clock_nets.png
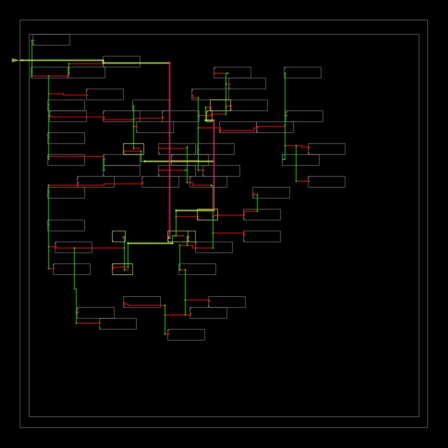
layers.png
Only two layers are drawn.
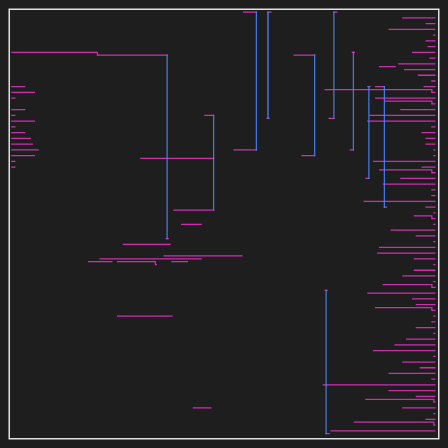
m4.png
Scale bar: 20 um. Cells faint in the background.
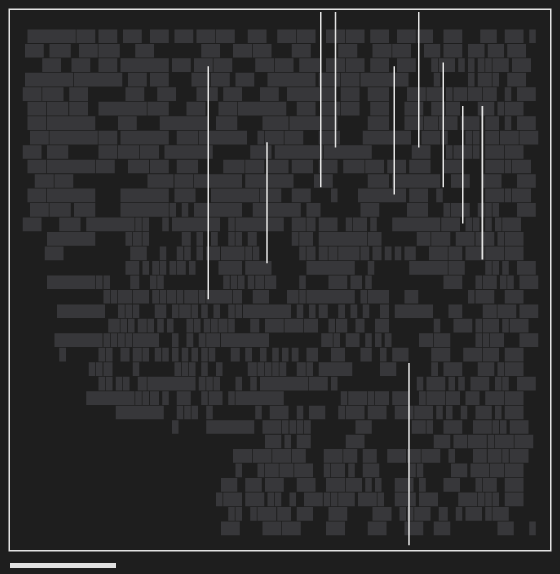
sizing.png
Scale bar: 20 um.
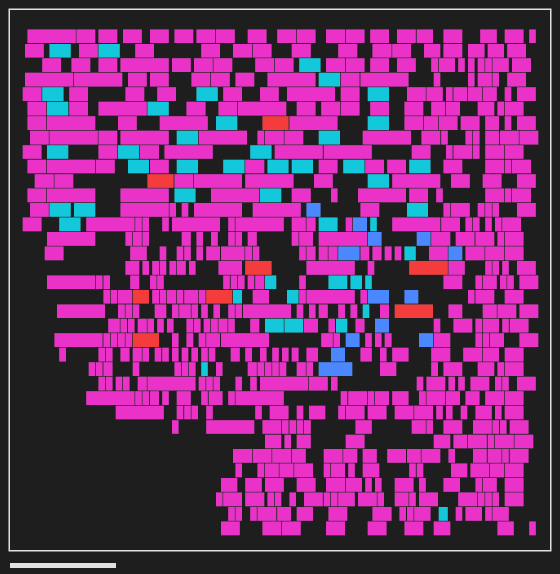
m2.png
Cells faint in the background.
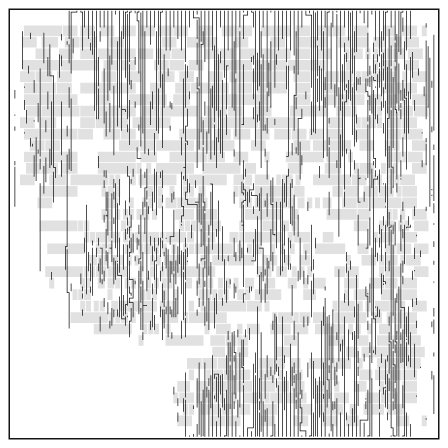
`config.mk`:
```
export PLATFORM = sky130hd
export DESIGN_NAME = icache_refill_flat
export DESIGN_NICKNAME = d
export VERILOG_FILES = /design/src/rtl/icache_refill_if.sv /design/src/rtl/icache_refill.sv /design/src/flat_wrapper.sv
export SDC_FILE = /design/constraint.sdc
export NUM_CORES = 1
export LEC_CHECK = 0
export ABC_AREA = 1
export CORE_MARGIN = 2
export CORE_UTILIZATION = 36
export CTS_BUF_LIST = sky130_fd_sc_hd__clkbuf_8 sky130_fd_sc_hd__clkbuf_16
export DETAILED_ROUTE_END_ITERATION = 16
export MAX_ROUTING_LAYER = met4
export PLACE_DENSITY_LB_ADDON = 0.25
export SYNTH_ARGS = -nofsm -noshare
export SYNTH_HDL_FRONTEND = slang
export SYNTH_SLANG_ARGS = --single-unit
```
`constraint.sdc`:
```
create_clock -name clock -period 2.6 [get_ports clock]
set_clock_uncertainty 0.05 [all_clocks]
set_input_delay 0.39 -clock clock [delete_from_list [all_inputs] [get_ports clock]]
set_output_delay 0.39 -clock clock [all_outputs]
set_load 0.02 [all_outputs]
```
`src/rtl/icache_refill_if.sv`:
```
// Core, icache and memory signals of the icache refill controller.
// master: the refill controller. slave: the core, icache and memory around it.
`timescale 1ns/1ps
interface icache_refill_if;
    logic        req_valid;
    logic [29:0] req_addr;
    logic        req_ready;
    logic        resp_valid;
    logic [31:0] resp_data;
    logic        resp_err;
    logic [29:0] cache_addr;
    logic        cache_wen;
    logic [31:0] cache_wdata;
    logic        cache_is_hit;
    logic [31:0] cache_rdata;
    logic        mem_req_valid;
    logic        mem_req_ready;
    logic [31:0] mem_req_addr;
    logic        mem_resp_valid;
    logic [31:0] mem_resp_data;
    logic        mem_resp_err;

    modport master (
        input  req_valid, req_addr, cache_is_hit, cache_rdata,
               mem_req_ready, mem_resp_valid, mem_resp_data, mem_resp_err,
        output req_ready, resp_valid, resp_data, resp_err,
               cache_addr, cache_wen, cache_wdata, mem_req_valid, mem_req_addr
    );

    modport slave (
        output req_valid, req_addr, cache_is_hit, cache_rdata,
               mem_req_ready, mem_resp_valid, mem_resp_data, mem_resp_err,
        input  req_ready, resp_valid, resp_data, resp_err,
               cache_addr, cache_wen, cache_wdata, mem_req_valid, mem_req_addr
    );
endinterface

```
`src/rtl/icache_refill.sv`:
```
// Fetch-side refill controller for the direct-mapped icache, with memory timeout.
// Optional ICACHE_REFILL_PERF_EN adds hit/miss/error event counters.
`timescale 1ns/1ps
module icache_refill #(
    parameter int TIMEOUT = 255,
    parameter int CNT_W   = 16
) (
    input  logic             clock,
    input  logic             reset,
    icache_refill_if.master  bus
`ifdef ICACHE_REFILL_PERF_EN
    ,
    output logic [31:0]      hit_count,
    output logic [31:0]      miss_count,
    output logic [31:0]      err_count
`endif
);
    typedef enum logic [2:0] {IDLE, LOOKUP, MISS_REQ, MISS_WAIT, DRAIN} state_t;

    state_t             state, state_nxt;
    logic [29:0]        addr_q;
    logic [CNT_W-1:0]   cnt, cnt_nxt;
    logic               cnt_last;
    logic               req_ready_c, resp_valid_c, resp_err_c, cache_wen_c, mem_req_valid_c;
    logic [31:0]        resp_data_c;

    assign cnt_last = (cnt == CNT_W'(TIMEOUT - 1));

    always_ff @(posedge clock or posedge reset) begin
        if (reset) begin
            state  <= IDLE;
            addr_q <= '0;
            cnt    <= '0;
        end else begin
            state <= state_nxt;
            cnt   <= cnt_nxt;
            if (state == IDLE && bus.req_valid)
                addr_q <= bus.req_addr;
        end
    end

    always_comb begin
        state_nxt       = state;
        cnt_nxt         = cnt;
        req_ready_c     = 1'b0;
        resp_valid_c    = 1'b0;
        resp_err_c      = 1'b0;
        resp_data_c     = '0;
        cache_wen_c     = 1'b0;
        mem_req_valid_c = 1'b0;
        unique case (state)
            IDLE: begin
                req_ready_c = 1'b1;
                if (bus.req_valid) state_nxt = LOOKUP;
            end
            LOOKUP: begin
                if (bus.cache_is_hit) begin
                    resp_valid_c = 1'b1;
                    resp_data_c  = bus.cache_rdata;
                    state_nxt    = IDLE;
                end else begin
                    state_nxt = MISS_REQ;
                end
            end
            MISS_REQ: begin
                mem_req_valid_c = 1'b1;
                if (bus.mem_req_ready) begin
                    cnt_nxt   = '0;
                    state_nxt = MISS_WAIT;
                end
            end
            MISS_WAIT: begin
                // A response landing on the timeout cycle still wins.
                if (bus.mem_resp_valid) begin
                    resp_valid_c = 1'b1;
                    state_nxt    = IDLE;
                    if (bus.mem_resp_err) begin
                        resp_err_c = 1'b1;
                    end else begin
                        cache_wen_c = 1'b1;
                        resp_data_c = bus.mem_resp_data;
                    end
                end else if (cnt_last) begin
                    resp_valid_c = 1'b1;
                    resp_err_c   = 1'b1;
                    cnt_nxt      = '0;
                    state_nxt    = DRAIN;
                end else begin
                    cnt_nxt = cnt + CNT_W'(1);
                end
            end
            DRAIN: begin
                // Swallow the late response so it never pairs with a newer request.
                if (bus.mem_resp_valid || cnt_last) begin
                    cnt_nxt   = '0;
                    state_nxt = IDLE;
                end else begin
                    cnt_nxt = cnt + CNT_W'(1);
                end
            end
            default: state_nxt = IDLE;
        endcase
    end

    assign bus.req_ready     = req_ready_c & ~reset;
    assign bus.resp_valid    = resp_valid_c & ~reset;
    assign bus.resp_err      = resp_err_c & ~reset;
    assign bus.resp_data     = reset ? '0 : resp_data_c;
    assign bus.cache_addr    = addr_q;
    assign bus.cache_wen     = cache_wen_c & ~reset;
    assign bus.cache_wdata   = reset ? '0 : bus.mem_resp_data;
    assign bus.mem_req_valid = mem_req_valid_c & ~reset;
    assign bus.mem_req_addr  = {addr_q, 2'b00};

`ifdef ICACHE_REFILL_PERF_EN
    always_ff @(posedge clock or posedge reset) begin
        if (reset) begin
            hit_count  <= '0;
            miss_count <= '0;
            err_count  <= '0;
        end else begin
            if (state == LOOKUP && bus.cache_is_hit)  hit_count  <= hit_count + 32'd1;
            if (state == LOOKUP && !bus.cache_is_hit) miss_count <= miss_count + 32'd1;
            if (resp_valid_c && resp_err_c)           err_count  <= err_count + 32'd1;
        end
    end
`endif
endmodule

```
`src/flat_wrapper.sv`:
```
// flat-port wrapper written by rule: the top's interface ports become plain ports
module icache_refill_flat 
#(
    parameter int TIMEOUT = 255,
    parameter int CNT_W   = 16
)
  (clock, reset, bus_req_valid, bus_req_addr, bus_cache_is_hit, bus_cache_rdata, bus_mem_req_ready, bus_mem_resp_valid, bus_mem_resp_data, bus_mem_resp_err, bus_req_ready, bus_resp_valid, bus_resp_data, bus_resp_err, bus_cache_addr, bus_cache_wen, bus_cache_wdata, bus_mem_req_valid, bus_mem_req_addr);
  icache_refill_if bus_i ();
  input  logic clock;
  input  logic reset;
  input wire logic [$bits(bus_i.req_valid)-1:0] bus_req_valid;
  input wire logic [$bits(bus_i.req_addr)-1:0] bus_req_addr;
  input wire logic [$bits(bus_i.cache_is_hit)-1:0] bus_cache_is_hit;
  input wire logic [$bits(bus_i.cache_rdata)-1:0] bus_cache_rdata;
  input wire logic [$bits(bus_i.mem_req_ready)-1:0] bus_mem_req_ready;
  input wire logic [$bits(bus_i.mem_resp_valid)-1:0] bus_mem_resp_valid;
  input wire logic [$bits(bus_i.mem_resp_data)-1:0] bus_mem_resp_data;
  input wire logic [$bits(bus_i.mem_resp_err)-1:0] bus_mem_resp_err;
  output wire logic [$bits(bus_i.req_ready)-1:0] bus_req_ready;
  output wire logic [$bits(bus_i.resp_valid)-1:0] bus_resp_valid;
  output wire logic [$bits(bus_i.resp_data)-1:0] bus_resp_data;
  output wire logic [$bits(bus_i.resp_err)-1:0] bus_resp_err;
  output wire logic [$bits(bus_i.cache_addr)-1:0] bus_cache_addr;
  output wire logic [$bits(bus_i.cache_wen)-1:0] bus_cache_wen;
  output wire logic [$bits(bus_i.cache_wdata)-1:0] bus_cache_wdata;
  output wire logic [$bits(bus_i.mem_req_valid)-1:0] bus_mem_req_valid;
  output wire logic [$bits(bus_i.mem_req_addr)-1:0] bus_mem_req_addr;
  assign bus_i.req_valid = bus_req_valid;
  assign bus_i.req_addr = bus_req_addr;
  assign bus_i.cache_is_hit = bus_cache_is_hit;
  assign bus_i.cache_rdata = bus_cache_rdata;
  assign bus_i.mem_req_ready = bus_mem_req_ready;
  assign bus_i.mem_resp_valid = bus_mem_resp_valid;
  assign bus_i.mem_resp_data = bus_mem_resp_data;
  assign bus_i.mem_resp_err = bus_mem_resp_err;
  assign bus_req_ready = bus_i.req_ready;
  assign bus_resp_valid = bus_i.resp_valid;
  assign bus_resp_data = bus_i.resp_data;
  assign bus_resp_err = bus_i.resp_err;
  assign bus_cache_addr = bus_i.cache_addr;
  assign bus_cache_wen = bus_i.cache_wen;
  assign bus_cache_wdata = bus_i.cache_wdata;
  assign bus_mem_req_valid = bus_i.mem_req_valid;
  assign bus_mem_req_addr = bus_i.mem_req_addr;
  icache_refill #(.TIMEOUT(TIMEOUT), .CNT_W(CNT_W)) u_core (.clock(clock), .reset(reset), .bus(bus_i));
endmodule
```
==> flow_summary.yaml <==
# implementation run metrics
yosys:
  yosys_warnings: 0
  synth-async-reset-ratio: 1.00
  syn_inst: 453
final_timing:
  holdWs_ns: 0.333
  drv_slew: 0
outcome:
  status: "finished, final reports clean"
finish:
  ff_latch_area_mm2: 0.00123
  instances_no_fill: 782
  diodes: 0
clock_network:
  clk_pin_slew_worst_paths_ns: 0.10
  clock-root-buffer: "clkbuf_8"
route:
  viasPerCell: 4.67
  wl_per_cell_um: 14.2
  drt-initial-drc-count: 171
  drc_errors: 0
worst_setup_path:
  criticalPathCategory: "primary input to output port"
  endpoint_kind: "output port"
floorplan:
  fp_util: 0.370
  core_mm2: 0.00924
  chipArea_mm2: 0.0103
min_path:
  hold_path.class: "primary input to async pin"
About clock_nets.png:
clk ins delay skew pair: 0.31 ns
clk sinks: 49
TritonCTS buffer count: 5
flop count: 49
clkbuf count: 5

About layers.png:
legend:
  blue:
    layer: M4
    wire_length: 280 um
  magenta:
    layer: M3
    wire_length: 748 um

About m4.png:
main direction: vertical
nets with wire on the layer: 10
wire length on this layer: 280 um
share of all routed wire: 2.5%
longest straight run: 43.5 um

About sizing.png:
legend:
  red:
    size: x6 and larger
    cells: 8
    share: 1.2%
  blue:
    size: x3 and x4
    cells: 13
    share: 2.0%
  magenta:
    size: x1 and smaller
    cells: 587
    share: 90%
  cyan:
    size: x2
    cells: 45
    share: 6.9%

About m2.png:
wire length on this layer: 6,060 um
longest straight run: 38.2 um
share of all routed wire: 55%
nets with wire on the layer: 648
main direction: vertical

critical path, cell delays in order:
cell	delay [ns]
clkdlybuf4s50_1	0.48
inv_1	0.05
or2_1	0.25
nor2_4	0.15
buf_4	0.18
a22oi_1	0.08
nor2_1	0.09
dlygate4sd2_1	0.35
final cells by class:
type                       instances  share of cell area
multi-input combinational        293               0.286
inverter                          62              0.0409
clock buffer                       5              0.0121
clock inverter                     3             0.00308
timing repair buffer             241               0.414
tap                              129              0.0284
sequential                        49               0.215
cells in the mapped netlist, drive strengths merged (5+ instances only):
master / instances / share of area
clkbuf: 8 / 0.0088
o21bai: 5 / 0.011
nand2: 74 / 0.083
inv: 62 / 0.068
dfrtp: 49 / 0.36
buf: 42 / 0.091
nor2: 103 / 0.12
nand3: 23 / 0.043
nand4: 5 / 0.0091
a22oi: 32 / 0.070
mux2: 30 / 0.099
kinds of logic after synthesis:
group           Yosys count  share of synthesized area
other cells               1                    0.00110
compound gates           43                     0.0907
mux                      30                     0.0987
xor+xnor                  2                    0.00512
buf+inv                 112                      0.168
flops                    49                      0.358
fa+ha+maj                 2                    0.00731
simple gates            214                      0.271
metrics by stage:
stage	utilization	TNS, ns	total power [mW]
2_1_floorplan	-	0	3.12
3_3_place_gp	0.611	-3.46	4.27
3_5_place_dp	0.611	-4.13	4.32
4_1_cts	0.616	0	4.74
5_1_grt	0.616	0	4.95
6_report	0.616	0	4.69
worst paths after layout:
kind	start	end	slack, ns	cells past startpoint
worst max-delay path	bus_mem_resp_valid	bus_resp_data[24]	0.15	8
worst min-delay path	reset	u_core.state[2]	0.33	3
worst max register to register	u_core.cnt[1]	u_core.cnt[14]	0.91	7
worst min register to register	u_core.bus.cache_addr[14]	u_core.bus.cache_addr[14]	0.48	1
max in group asynchronous	reset	u_core.bus.cache_addr[4]	1.92	3
min in group clock	u_core.bus.cache_addr[14]	u_core.bus.cache_addr[14]	0.48	1
state kept, by name (all words and copies together), names as in the netlist:
name and count:
u_core.state 3, u_core.cnt 16, u_core.bus.cache_addr 30
power breakdown:
part	internal (mW)	leakage, nW	switching (mW)
Sequential	1.03	0.615	0.214
Clock	0.188	0.0497	0.266
Combinational	1.47	2.01	1.53
Total	2.68	2.68	2.01
routing by layer:
metal,share of wire,vias to the layer above,global-route usage
li1,-,1803,-
met1,0.36,1701,0.218
met2,0.55,129,0.388
met3,0.067,21,0.0435
met4,0.025,0,0.0946
met5,0,-,-
timing repair:
action | CTS | global route
gates resized | 35 | 0
setup endpoints to repair | 35 | 0
setup buffers | 0 | 0
Power is estimated from default activity; no workload was simulated.
